Fig. 1: cells coloured by class
(3 px per um)
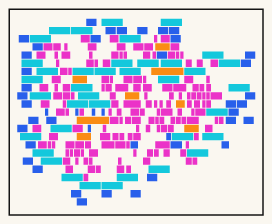
Fig. 2: signal wires by layer
(3 px per um)
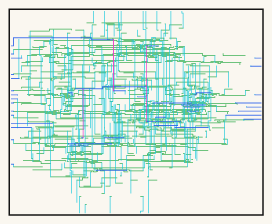
Fig. 3: I/O pins on the die edge
(4 px per um) Pins as bars across the die edge, other pins in grey.
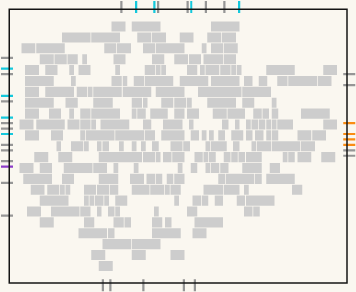
Fig. 4: clock wiring as the flow saved it
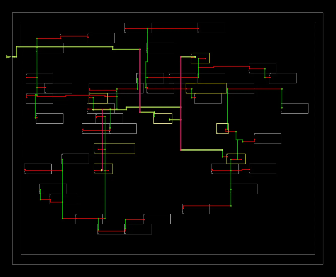
Fig. 5: local utilization
(4 px per um) 8 x 7 tiles, from black (low) to pale yellow (high), 0 to 100% covered.
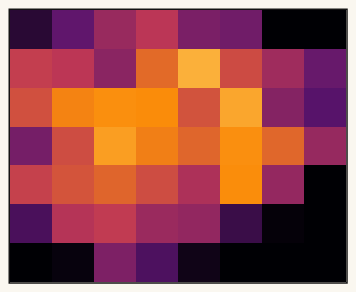
===== src/rtl/song_sequencer.sv =====
// song_sequencer
// Frame-rate song-position controller. Divides new_frame pulses into steps
// and steps into patterns, fetches each pattern's order-list entry from an
// external order ROM over a req/ack handshake, and prefetches the following
// entry while the current pattern plays.

module song_sequencer #(
  parameter int SONG_LEN        = 12,
  parameter int LOOP_POS        = 4,
  parameter int POS_BITS        = 4,
  parameter int STEP_BITS       = 4,
  parameter int FRAMES_PER_STEP = 6,
  parameter int FDIV_BITS       = 3,
  parameter int ENTRY_BITS      = 8
) (
  input  logic                  clk,
  input  logic                  reset,
  input  logic                  new_frame,
  input  logic                  run,
  output logic                  order_req,
  output logic [POS_BITS-1:0]   order_addr,
  input  logic                  order_ack,
  input  logic [ENTRY_BITS-1:0] order_data,
  output logic [ENTRY_BITS-1:0] entry,
  output logic [POS_BITS-1:0]   song_pos,
  output logic [STEP_BITS-1:0]  step,
  output logic                  step_strobe,
  output logic                  looped,
  output logic                  underrun
);

  localparam logic [POS_BITS-1:0]  LAST_POS  = POS_BITS'(SONG_LEN - 1);
  localparam logic [POS_BITS-1:0]  WRAP_POS  = POS_BITS'(LOOP_POS);
  localparam logic [FDIV_BITS-1:0] FDIV_LAST = FDIV_BITS'(FRAMES_PER_STEP - 1);
  localparam logic [STEP_BITS-1:0] STEP_LAST = '1;

  typedef enum logic [1:0] {
    S_START = 2'd0,
    S_FIRST = 2'd1,
    S_PLAY  = 2'd2,
    S_WAIT  = 2'd3
  } state_t;

  state_t                state_q;
  logic                  orderReq_q;
  logic [POS_BITS-1:0]   orderAddr_q;
  logic [ENTRY_BITS-1:0] entry_q;
  logic [POS_BITS-1:0]   songPos_q;
  logic [STEP_BITS-1:0]  step_q;
  logic                  stepStrobe_q;
  logic                  looped_q;
  logic                  underrun_q;
  logic [FDIV_BITS-1:0]  fdiv_q;
  logic [ENTRY_BITS-1:0] staged_q;
  logic                  stagedValid_q;

  logic [POS_BITS-1:0]   nextPos_d;
  logic                  ackValid;
  logic                  frameTick;

  // Position that follows the current one, wrapping to the loop point at the end.
  always_comb begin
    nextPos_d = (songPos_q == LAST_POS) ? WRAP_POS : songPos_q + POS_BITS'(1);
    ackValid  = order_ack && orderReq_q;
    frameTick = new_frame && run;
  end

  // Sequencer FSM: fetch handshake, frame/step counting and pattern advance.
  always_ff @(posedge clk) begin
    if (!reset) begin
      state_q       <= S_START;
      orderReq_q    <= 1'b0;
      orderAddr_q   <= '0;
      entry_q       <= '0;
      songPos_q     <= '0;
      step_q        <= '0;
      stepStrobe_q  <= 1'b0;
      looped_q      <= 1'b0;
      underrun_q    <= 1'b0;
      fdiv_q        <= '0;
      staged_q      <= '0;
      stagedValid_q <= 1'b0;
    end else begin
      stepStrobe_q <= 1'b0;
      case (state_q)
        S_START: begin
          orderReq_q  <= 1'b1;
          orderAddr_q <= '0;
          state_q     <= S_FIRST;
        end

        S_FIRST: begin
          if (ackValid) begin
            entry_q      <= order_data;
            songPos_q    <= '0;
            step_q       <= '0;
            fdiv_q       <= '0;
            orderReq_q   <= 1'b0;
            stepStrobe_q <= 1'b1;
            state_q      <= S_PLAY;
          end
        end

        S_PLAY: begin
          // Prefetch is issued whenever nothing is staged or outstanding.
          if (!stagedValid_q && !orderReq_q) begin
            orderReq_q  <= 1'b1;
            orderAddr_q <= nextPos_d;
          end
          if (ackValid) begin
            staged_q      <= order_data;
            stagedValid_q <= 1'b1;
            orderReq_q    <= 1'b0;
          end
          if (frameTick) begin
            if (fdiv_q < FDIV_LAST) begin
              fdiv_q <= fdiv_q + FDIV_BITS'(1);
            end else begin
              fdiv_q <= '0;
              if (step_q != STEP_LAST) begin
                step_q       <= step_q + STEP_BITS'(1);
                stepStrobe_q <= 1'b1;
              end else if (stagedValid_q) begin
                entry_q       <= staged_q;
                songPos_q     <= nextPos_d;
                step_q        <= '0;
                stagedValid_q <= 1'b0;
                stepStrobe_q  <= 1'b1;
                if (songPos_q == LAST_POS) looped_q <= 1'b1;
              end else if (ackValid) begin
                // Data arriving exactly at the boundary goes straight to entry.
                entry_q       <= order_data;
                songPos_q     <= nextPos_d;
                step_q        <= '0;
                stagedValid_q <= 1'b0;
                orderReq_q    <= 1'b0;
                stepStrobe_q  <= 1'b1;
                if (songPos_q == LAST_POS) looped_q <= 1'b1;
              end else begin
                // Pattern ended with the fetch still pending: stall on the last step.
                underrun_q <= 1'b1;
                state_q    <= S_WAIT;
              end
            end
          end
        end

        S_WAIT: begin
          fdiv_q <= '0;
          if (ackValid) begin
            entry_q      <= order_data;
            songPos_q    <= nextPos_d;
            step_q       <= '0;
            orderReq_q   <= 1'b0;
            stepStrobe_q <= 1'b1;
            if (songPos_q == LAST_POS) looped_q <= 1'b1;
            state_q      <= S_PLAY;
          end
        end

        default: state_q <= S_START;
      endcase
    end
  end

  assign order_req   = orderReq_q;
  assign order_addr  = orderAddr_q;
  assign entry       = entry_q;
  assign song_pos    = songPos_q;
  assign step        = step_q;
  assign step_strobe = stepStrobe_q;
  assign looped      = looped_q;
  assign underrun    = underrun_q;

endmodule


===== config.mk =====
export PLATFORM = sky130hd
export DESIGN_NAME = song_sequencer
export DESIGN_NICKNAME = d
export VERILOG_FILES = /design/src/rtl/song_sequencer.sv
export SDC_FILE = /design/constraint.sdc
export NUM_CORES = 1
export LEC_CHECK = 0
export CAP_MARGIN = 30
export CORE_ASPECT_RATIO = 0.8
export CORE_MARGIN = 2
export CORE_UTILIZATION = 35
export DETAILED_ROUTE_END_ITERATION = 8
export GPL_TIMING_DRIVEN = 0
export PLACE_DENSITY = 0.68
export SLEW_MARGIN = 20
export SYNTH_ARGS = -nofsm -noshare
export SYNTH_HDL_FRONTEND = slang
export SYNTH_SLANG_ARGS = --single-unit
export TNS_END_PERCENT = 5

===== constraint.sdc =====
create_clock -name clk -period 2.3 [get_ports clk]
set_input_delay 0.46 -clock clk [delete_from_list [all_inputs] [get_ports clk]]
set_output_delay 0.46 -clock clk [all_outputs]
set_load 0.05 [all_outputs]

==> impl_metrics.yaml <==
# yosys + openroad results
job:
  maxCapViolCount: 0
  log.warning_count: 26
clocking:
  clk_pin_slew_ns: 0.08
  cts_resized: 0
  clock_latency_ns: 0.30
  h-tree-depth: 2
min_path:
  holdPathStages: 2
  hold_path_end: "staged_q[1]"
yosys:
  compound_area_share_pct: 27.5
  ys_sh_mux_pct: 0.557
  top_cells_by_area: "dfxtp_1, nand2_1, a21boi_0, o221ai_1, a2bb2oi_1"
  yosysWarnings: 0
  synthAdderAreaFrac_pct: 2.09
  flop_cell: "dfxtp_1"
  ys_area_sq_mm: 0.00180
  synthArstFlopShare_pct: 0
  syn_area_per_cell_sq_um: 8.89
sta:
  setup-violations-final: 0
route:
  drcViolationCount: 0
  wire_per_inst_um: 15.1
  dr_wl_met2_um: 1970
setup_path:
  critPathLaunch: "song_pos[2]"
  critPathKind: "flip-flop to output port"
  rr_endpoint: "entry[2]"
  crit_end: "song_pos[2]"
  r2r_cells: 4
  cp_slowest_cell: "clkdlybuf4s50_1"
  max_stage_delay_ns: 0.87
floorplan:
  die_width_um: 84.1
  ios: 37
  core_sq_mm: 0.00498
  die_area_sq_mm: 0.00572
finish:
  instances_no_fill: 307
  area_delta_synth_final_pct: 31.5
power:
  leakage_nw: 0.811
  p_switching_mw: 0.405
  pwr-share-comb_pct: 13.5
global_routing:
  track_usage_pct: 17.2
  grt_max_degree: 14
  met2_usage_pct: 26.8
placement:
  port_buffers: 35
outcome:
  status: "finished clean"
About Fig. 1:
[other buffers and delay cells] blue | cells: 44 | share of their area: 18%
[flip-flops] cyan | cells: 38 | share of their area: 33%
[clock drivers and dummy loads] orange | cells: 8 | share of their area: 6.0%
[all other logic] magenta | cells: 155 | share of their area: 43%

About Fig. 2:
[met3] blue | wire length: 262 um
[met1] green | wire length: 2,340 um
[met2] cyan | wire length: 1,970 um
[met4] magenta | wire length: 58.5 um

About Fig. 3:
[`looped`] purple | pins: 1 | direction: output | edge: left
[`step`] orange | pins: 4 | direction: output | edge: right
[`entry`] cyan | pins: 8 | direction: output | edge: 4 left, 4 top
all pins by edge: 15 left, 9 top, 8 right, 5 bottom

About Fig. 4:
Flops: 38
clk_skew: 0.00381 ns
clock buf count: 5
clock group power: 0.697 mW

About Fig. 5:
mean over tiles: 40%
nearly empty tiles: 16%
fullest tile: 83%
emptiest ninth of the die: lower right

-- area by class of cell --
class	instances	area share [%]
multi-input cells	151	41.1
flip-flops and latches	38	32.2
repair buffers	35	14.8
well taps	62	3.29
clock buffers	5	2.91
clock inverters	3	2.91
plain buffers	9	2.12
inverters	4	0.636
-- stage by stage --
stage	setup slack, ns	utilization, %	cell area (sq um)	power (mW)	hold slack (ns)
after floorplan	0.275	-	1800	0.841	0.444
after global placement	0.135	44.7	2220	0.919	0.452
after detailed placement	0.135	44.7	2220	0.920	0.458
after CTS	0.193	47.4	2360	1.61	0.473
after global routing	0.141	47.4	2360	1.66	0.494
final	0.197	47.4	2360	1.60	0.468
Power figures rest on the tool's default switching activity, not on a simulated workload.
